`src/rtl/pipe_pkg.sv`:
```
// ---------------------------------------------------------------------------
// pipe_pkg
//   Shared pipeline definitions for the IF/ID boundary: instruction and
//   control-bundle widths, the NOP encoding driven into decode when no beat
//   is valid, and the bit positions of the individual control signals inside
//   the fetch-stage control bundle.
// ---------------------------------------------------------------------------
package pipe_pkg;

    // Datapath widths
    localparam int unsigned INSTR_W  = 32;
    localparam int unsigned BUNDLE_W = 26;
    localparam int unsigned PC_W     = 32;

    // ori $zero,$zero,0 : architecturally a no-op, safe to feed decode
    localparam logic [INSTR_W-1:0] NOP_INSTR = 32'h3400_0000;

    // Control bundle bit positions
    localparam int unsigned BIT_REGFILE_WE   = 0;
    localparam int unsigned BIT_MEM_TO_REG   = 1;
    localparam int unsigned BIT_DATA_MEM_RE  = 2;
    localparam int unsigned BIT_DATA_MEM_WE  = 3;
    localparam int unsigned BIT_ALU_SRC      = 4;
    localparam int unsigned BIT_REG_DST      = 5;
    localparam int unsigned BIT_BRANCH       = 6;
    localparam int unsigned BIT_JUMP         = 7;
    localparam int unsigned BIT_ALU_OP_LSB   = 8;   // 4-bit ALU opcode field
    localparam int unsigned BIT_ALU_OP_MSB   = 11;

    // A bundle with every control asserted low does nothing in later stages
    localparam logic [BUNDLE_W-1:0] NOP_BUNDLE = '0;

    // Number of held entries from the two valid flags; the skid entry is
    // only ever valid while the head entry is valid.
    function automatic logic [1:0] entry_count(input logic head_v, input logic skid_v);
        return {head_v & skid_v, head_v ^ skid_v};
    endfunction

endpackage

```
`src/rtl/pipe_entry.sv`:
```
// ---------------------------------------------------------------------------
// pipe_entry
//   One pipeline register slot: {valid, instruction, bundle, pc_seq}.
//   load_en captures the payload and sets valid; clear_en drops valid only,
//   so the payload (in particular pc_seq) keeps its last value.
//   clear_en wins if both are asserted.
//
//   clk       in   rising-edge clock
//   reset     in   asynchronous active-low reset
//   load_en   in   capture payload, set valid
//   clear_en  in   drop valid
//   instr_d   in   IW  instruction to capture
//   bundle_d  in   BW  control bundle to capture
//   pc_seq_d  in   32  PC+4 to capture
//   valid_q   out  slot holds a beat
//   instr_q   out  IW  stored instruction
//   bundle_q  out  BW  stored bundle
//   pc_seq_q  out  32  stored PC+4
// ---------------------------------------------------------------------------
module pipe_entry
    import pipe_pkg::*;
#(
    parameter int unsigned IW = INSTR_W,
    parameter int unsigned BW = BUNDLE_W
) (
    input  logic          clk,
    input  logic          reset,
    input  logic          load_en,
    input  logic          clear_en,
    input  logic [IW-1:0] instr_d,
    input  logic [BW-1:0] bundle_d,
    input  logic [31:0]   pc_seq_d,
    output logic          valid_q,
    output logic [IW-1:0] instr_q,
    output logic [BW-1:0] bundle_q,
    output logic [31:0]   pc_seq_q
);

    always_ff @(posedge clk or negedge reset) begin
        if (!reset) begin
            valid_q <= 1'b0;
        end else if (clear_en) begin
            valid_q <= 1'b0;
        end else if (load_en) begin
            valid_q <= 1'b1;
        end
    end

    // Payload has no clear path: the head pc_seq must survive a flush or drain.
    always_ff @(posedge clk or negedge reset) begin
        if (!reset) begin
            instr_q  <= '0;
            bundle_q <= '0;
            pc_seq_q <= '0;
        end else if (load_en && !clear_en) begin
            instr_q  <= instr_d;
            bundle_q <= bundle_d;
            pc_seq_q <= pc_seq_d;
        end
    end

endmodule

```
`src/rtl/fetch_decode_buffer.sv`:
```
// ---------------------------------------------------------------------------
// fetch_decode_buffer
//   IF/ID pipeline register built as a 2-entry skid buffer. Beats of
//   {instruction, control bundle, pc_seq} from fetch are handed to decode in
//   strict FIFO order with valid/ready on both sides. A redirect flush drops
//   everything held plus the beat offered in the same cycle. While no beat is
//   valid, decode sees NOP_INSTR and an all-zero bundle.
//
//   clk              in   rising-edge clock
//   reset            in   asynchronous active-low reset
//   instruction_in   in   IW     instruction from fetch
//   bundle_in        in   BW     control bundle from fetch
//   pc_seq_in        in   32     PC+4 of the instruction
//   fetch_valid_in   in   fetch beat valid
//   fetch_ready_out  out  buffer can accept (fetch PC enable)
//   instruction_out  out  IW     head instruction or NOP_INSTR
//   bundle_out       out  BW     head bundle or zero
//   pc_seq_out       out  32     head PC+4, holds last value when empty
//   valid_out        out  head entry valid
//   decode_ready_in  in   decode accepts head
//   flush_in         in   discard buffered and incoming beats
//   occupancy_out    out  2      entries held
//   stall_count_out  out  CNT_W  saturating count of stalled-valid cycles
// ---------------------------------------------------------------------------
module fetch_decode_buffer
    import pipe_pkg::*;
#(
    parameter int unsigned IW        = INSTR_W,
    parameter int unsigned BW        = BUNDLE_W,
    parameter logic [IW-1:0] NOP_INSTR = pipe_pkg::NOP_INSTR,
    parameter int unsigned CNT_W     = 16
) (
    input  logic             clk,
    input  logic             reset,
    input  logic [IW-1:0]    instruction_in,
    input  logic [BW-1:0]    bundle_in,
    input  logic [31:0]      pc_seq_in,
    input  logic             fetch_valid_in,
    output logic             fetch_ready_out,
    output logic [IW-1:0]    instruction_out,
    output logic [BW-1:0]    bundle_out,
    output logic [31:0]      pc_seq_out,
    output logic             valid_out,
    input  logic             decode_ready_in,
    input  logic             flush_in,
    output logic [1:0]       occupancy_out,
    output logic [CNT_W-1:0] stall_count_out
);

    // Buffer state encoded as {head_valid, skid_valid}
    localparam logic [1:0] ST_EMPTY = 2'b00;
    localparam logic [1:0] ST_ONE   = 2'b10;
    localparam logic [1:0] ST_FULL  = 2'b11;

    logic          head_valid;
    logic [IW-1:0] head_instr;
    logic [BW-1:0] head_bundle;
    logic [31:0]   head_pc_seq;

    logic          skid_valid;
    logic [IW-1:0] skid_instr;
    logic [BW-1:0] skid_bundle;
    logic [31:0]   skid_pc_seq;

    logic          head_load;
    logic          head_clear;
    logic          head_from_skid;
    logic          skid_load;
    logic          skid_clear;

    logic [IW-1:0] head_instr_d;
    logic [BW-1:0] head_bundle_d;
    logic [31:0]   head_pc_seq_d;

    logic [1:0]    state;
    logic          accept;
    logic          consume;

    logic [CNT_W-1:0] stall_cnt;

    assign state   = {head_valid, skid_valid};
    assign accept  = fetch_valid_in & fetch_ready_out;
    assign consume = head_valid & decode_ready_in;

    // -----------------------------------------------------------------------
    // Next-state / entry control
    // -----------------------------------------------------------------------
    always_comb begin
        head_load      = 1'b0;
        head_clear     = 1'b0;
        head_from_skid = 1'b0;
        skid_load      = 1'b0;
        skid_clear     = 1'b0;

        if (flush_in) begin
            // Incoming beat is dropped by simply not loading it.
            head_clear = 1'b1;
            skid_clear = 1'b1;
        end else begin
            case (state)
                ST_EMPTY: begin
                    if (accept) begin
                        head_load = 1'b1;
                    end
                end
                ST_ONE: begin
                    if (accept && consume) begin
                        head_load = 1'b1;
                    end else if (accept) begin
                        skid_load = 1'b1;
                    end else if (consume) begin
                        head_clear = 1'b1;
                    end
                end
                ST_FULL: begin
                    // fetch_ready_out is low here, so accept cannot occur.
                    if (consume) begin
                        head_load      = 1'b1;
                        head_from_skid = 1'b1;
                        skid_clear     = 1'b1;
                    end
                end
                default: begin
                    // skid without head cannot be reached; recover to empty
                    head_clear = 1'b1;
                    skid_clear = 1'b1;
                end
            endcase
        end
    end

    always_comb begin
        head_instr_d  = instruction_in;
        head_bundle_d = bundle_in;
        head_pc_seq_d = pc_seq_in;
        if (head_from_skid) begin
            head_instr_d  = skid_instr;
            head_bundle_d = skid_bundle;
            head_pc_seq_d = skid_pc_seq;
        end
    end

    // -----------------------------------------------------------------------
    // Entry registers
    // -----------------------------------------------------------------------
    pipe_entry #(
        .IW (IW),
        .BW (BW)
    ) u_head (
        .clk      (clk),
        .reset    (reset),
        .load_en  (head_load),
        .clear_en (head_clear),
        .instr_d  (head_instr_d),
        .bundle_d (head_bundle_d),
        .pc_seq_d (head_pc_seq_d),
        .valid_q  (head_valid),
        .instr_q  (head_instr),
        .bundle_q (head_bundle),
        .pc_seq_q (head_pc_seq)
    );

    pipe_entry #(
        .IW (IW),
        .BW (BW)
    ) u_skid (
        .clk      (clk),
        .reset    (reset),
        .load_en  (skid_load),
        .clear_en (skid_clear),
        .instr_d  (instruction_in),
        .bundle_d (bundle_in),
        .pc_seq_d (pc_seq_in),
        .valid_q  (skid_valid),
        .instr_q  (skid_instr),
        .bundle_q (skid_bundle),
        .pc_seq_q (skid_pc_seq)
    );

    // -----------------------------------------------------------------------
    // Saturating stall counter (flush does not touch it)
    // -----------------------------------------------------------------------
    always_ff @(posedge clk or negedge reset) begin
        if (!reset) begin
            stall_cnt <= '0;
        end else if (head_valid && !decode_ready_in && (stall_cnt != '1)) begin
            stall_cnt <= stall_cnt + CNT_W'(1);
        end
    end

    // -----------------------------------------------------------------------
    // Outputs: all status taken straight from flops, so ready and occupancy
    // have no combinational path from decode_ready_in.
    // -----------------------------------------------------------------------
    assign fetch_ready_out = ~skid_valid;
    assign occupancy_out   = entry_count(head_valid, skid_valid);
    assign valid_out       = head_valid;
    assign instruction_out = head_valid ? head_instr  : NOP_INSTR;
    assign bundle_out      = head_valid ? head_bundle : NOP_BUNDLE;
    assign pc_seq_out      = head_pc_seq;
    assign stall_count_out = stall_cnt;

endmodule
```
`config.mk`:
```
export PLATFORM = sky130hd
export DESIGN_NAME = fetch_decode_buffer
export DESIGN_NICKNAME = d
export VERILOG_FILES = /design/src/rtl/pipe_pkg.sv /design/src/rtl/pipe_entry.sv /design/src/rtl/fetch_decode_buffer.sv
export SDC_FILE = /design/constraint.sdc
export NUM_CORES = 1
export LEC_CHECK = 0
export CELL_PAD_IN_SITES_DETAIL_PLACEMENT = 0
export CELL_PAD_IN_SITES_GLOBAL_PLACEMENT = 1
export CORE_ASPECT_RATIO = 0.5
export CORE_MARGIN = 2
export CORE_UTILIZATION = 37
export DETAILED_ROUTE_END_ITERATION = 8
export PLACE_DENSITY = 0.86
export SETUP_SLACK_MARGIN = 0.15
export SYNTH_ARGS = -nofsm -noshare
export SYNTH_HDL_FRONTEND = slang
export SYNTH_SLANG_ARGS = --single-unit
```
`constraint.sdc`:
```
create_clock -name clk -period 2.7 [get_ports clk]
set_clock_uncertainty 0.05 [all_clocks]
set_input_delay 0.81 -clock clk [delete_from_list [all_inputs] [get_ports clk]]
set_output_delay 0.81 -clock clk [all_outputs]
set_load 0.01 [all_outputs]
```
==> qor.yml <==
outcome:
  status: "completed"
synthesis:
  syn_nets: 748
  ys_sh_simple_pct: 7.06
  ys_types: 29
  xor_area_share_pct: 1.22
  synth-seq-area-share_pct: 53.0
  syn-mean-instance-area_sq_um: 14.4
  yosys.area_share.aoi_pct: 0.455
  ys_cells: 647
  synth.logic.top_family: "multiplexers"
  yosysChipArea_sq_um: 9340
  yosysWarnings: 0
  ys_sh_mux_pct: 33.7
  synth_area_sq_um: 9340
timing:
  maxSlewViolCount: 0
  period_used_pct: 96.1
  setup_violations: 0
  tightestPinTransition_ps: 404
  max_freq_mhz: 386
  hold_viol: 0
critical_path:
  worstPathCellList: "buf_6 -> clkinv_4 -> ha_4 -> nor2b_4 -> or3_4 -> a311oi_4 -> buf_12 -> buf_12 -> clkbuf_16 -> mux2_4"
  ff2ff_path_depth: 10
  endpoint_kind: "flop"
  crit_path_max_fanout: 5
  crit-reg2reg-launch: "u_head.valid_q$_DFFE_PN0P_"
  crit_required_ps: 2980
  cp.arrival_ps: 2870
  crit_path_top_delay_cell: "dfrtp_2"
  startpoint_type: "flop"
  reg2reg_to: "u_head.instr_q[11]$_DFFE_PN0P_"
  r2r_slack_ps: 110
  max_stage_delay_ps: 460
cts:
  path_clk_slew_ps: 70
  htreeDepth: 4
  cts_tree: "done"
  postCtsHoldBufs: 0
  cts_inserted_buffers: 17
  cts-root-buf: "clkbuf_16"
  cts_max_path_buffers: 2
  clock.latency.late_pin_ps: 450
floorplan:
  dieWidth_um: 229
  initCoreUtil_pct: 37.4
  tap_cells: 344
  rows: 41
finish:
  inverters: 3
  largestClassByArea: "flip-flops and latches"
  syn_to_final_growth_pct: 41.7
  diodes: 0
  logic_area_sq_um: 4350
  seq_cells: 198
  nFillCells: 2066
  comb_area_share_pct: 32.8
  postLayoutCoreUtil_pct: 53.0
  buffers: 260
  seq_area_share_pct: 37.4
  logic_gates: 407
  nets: 988
  layout_top_cells: "dfrtp_1 (196), mux2_2 (185), clkdlybuf4s50_1 (143)"
  layout_top_cell: "dfrtp_1"
  clockBufferCount: 20
hold_path:
  min_path_type: "input pin to asynchronous set/reset pin"
grt:
  grt_pass1_vias: 6597
  antenna_found_initial: 0
  grt_pass1_wl_um: 35700
routing:
  routedWlPerCell_um: 18.7
  ant_nets: 0
  viasPerCell: 4.82
  first_pass_iters: 4
job:
  cap_viol_max_count: 0
placement:
  io_buffer_count: 204
  place_congestion: 0.794
power_and_ir_drop:
  powerDensity_nw_per_um2: 885
  vdd_drop_max_uv: 499
[flip-flops by register name, summed over array words and instances (netlist names)]
name	flops
u_head.pc_seq_q	32
stall_count_out	16
u_skid.bundle_q	26
u_head.instr_q	32
u_head.bundle_q	26
u_head.valid_q	1
u_skid.instr_q	32
u_skid.valid_q	1
u_skid.pc_seq_q	32
[cells in the mapped netlist]
library cell | n | share of area [%]
and4_1 | 1 | 0.094
and3_4 | 1 | 0.12
buf_2 | 19 | 1.0
xor2_1 | 10 | 0.94
or3_2 | 1 | 0.080
a311oi_4 | 1 | 0.28
nor4_1 | 4 | 0.27
and2_1 | 56 | 3.7
buf_4 | 1 | 0.080
nor2b_1 | 2 | 0.13
ha_1 | 6 | 0.80
xnor2_1 | 3 | 0.28
o41ai_1 | 1 | 0.094
nand2b_1 | 7 | 0.47
nor3b_1 | 1 | 0.080
inv_1 | 3 | 0.12
or2_2 | 3 | 0.20
nand4_1 | 6 | 0.40
buf_12 | 10 | 2.1
nor3_1 | 9 | 0.48
dfrtp_1 | 198 | 53
a21o_1 | 1 | 0.080
mux2_2 | 253 | 30
clkbuf_1 | 9 | 0.36
nand3_1 | 6 | 0.32
nand2_1 | 8 | 0.32
and3_1 | 2 | 0.13
mux2_4 | 20 | 3.2
nor2_1 | 5 | 0.20
[worst max-delay path, delay by kind of cell, from the launching register on]
family,cells,cell delay (ps)
buffers and inverters,5,670
flip-flops,1,460
AND/OR/NAND/NOR,2,450
AND-OR/OR-AND,1,350
multiplexers,1,290
adder cells (fa/ha/maj),1,190
[how the worst max path moves through the flow]
stage / start / to / slack (ps) / depth (start not counted)
after detailed placement: fetch_valid_in / u_head.bundle_q[10]$_DFFE_PN0P_ / -280 / 8
after floorplan: u_head.valid_q$_DFFE_PN0P_ / u_head.bundle_q[0]$_DFFE_PN0P_ / 130 / 10
final: u_head.valid_q$_DFFE_PN0P_ / u_head.instr_q[11]$_DFFE_PN0P_ / 110 / 10
after CTS: u_head.valid_q$_DFFE_PN0P_ / occupancy_out[1] / 20 / 3
after global routing: u_head.valid_q$_DFFE_PN0P_ / u_head.pc_seq_q[18]$_DFFE_PN0P_ / 60 / 10
after global placement: fetch_valid_in / u_head.pc_seq_q[7]$_DFFE_PN0P_ / -300 / 8
[where the power goes]
group | internal, mW | switching [mW]
registers | 4.35 | 0.767
clock network | 1.74 | 1.19
logic | 2.48 | 1.19
[per-stage QoR]
step / area, sq um / std cells / setup TNS, ps / hold slack [ps] / setup WS (ps)
floorplan: 9380 / 647 / 0 / 421 / 129
global placement: 11900 / 1190 / -24180 / 432 / -298
detailed placement: 11900 / 1190 / -21700 / 438 / -282
CTS: 13000 / 1234 / 0 / 235 / 23.1
global route: 13200 / 1244 / 0 / 250 / 59.4
finish: 13200 / 1244 / 0 / 239 / 106
[routing by layer]
| layer | track usage [%] | part of all wire (%) |
|---|---|---|
| met1 | 20.8 | 43 |
| met2 | 31.3 | 52 |
| met3 | 3.47 | 2.3 |
| met4 | 7.41 | 2.8 |
| met5 | 0 | 0 |
[timing repair]
item | CTS | global route
buffers inserted | 8 | 6
gates cloned | 4 | 4
endpoints found under the setup margin | 88 | 98
pin swaps | 3 | 2
gates resized | 138 | 21
### Signal wires on met4

Scale: 3 px per um. Supply wires on this layer in grey.
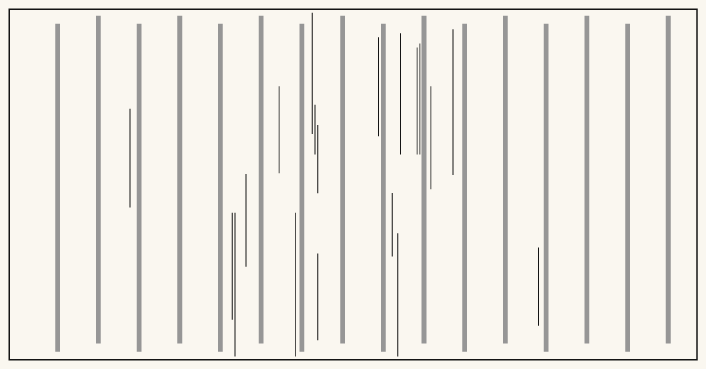
- main direction: vertical
- wire length on this layer: 645 um
- share of all routed wire: 2.8%
- nets with wire on the layer: 14
- longest straight run: 48.3 um
DR vias: 5999
final wirelength: 23300 um

### Close-up of the layout

Region (99, 20) to (129, 50) um. Cells in grey, sequential cells in the stronger grey; small squares are vias.
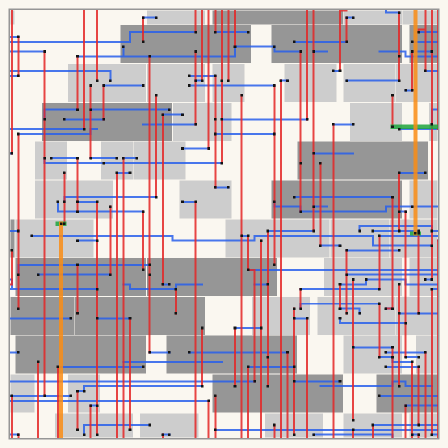
- blue: met1
- red: met2
- orange: met4
- green: met3
- netlist names of flops here include: `u_head.instr_q` (3), `u_skid.instr_q` (3), `u_head.pc_seq_q` (2)
- sequential cells in the window: 11
- cells with their middle in the window: 38
- most frequent: dfrtp_1 (11), mux2_2 (10), clkdlybuf4s50_1 (6)

### Gate-type map

Scale: 3 px per um.
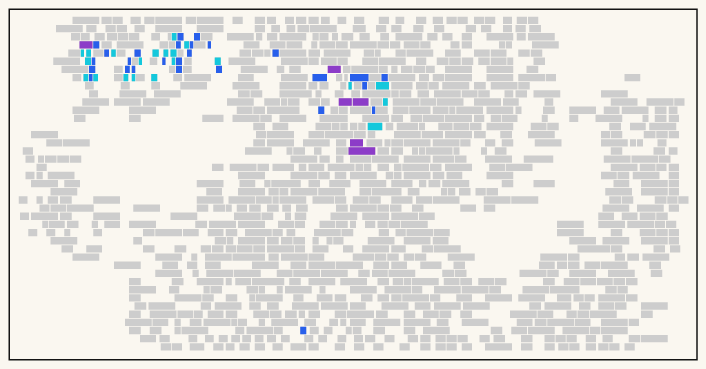
- purple: adder and majority cells (cells 6; most used ha_1; where top middle)
- blue: NAND gates (cells 27; most used nand2_1)
- cyan: NOR gates (cells 21; most used nor3_1)

Power figures rest on the tool's default switching activity, not on a simulated workload.
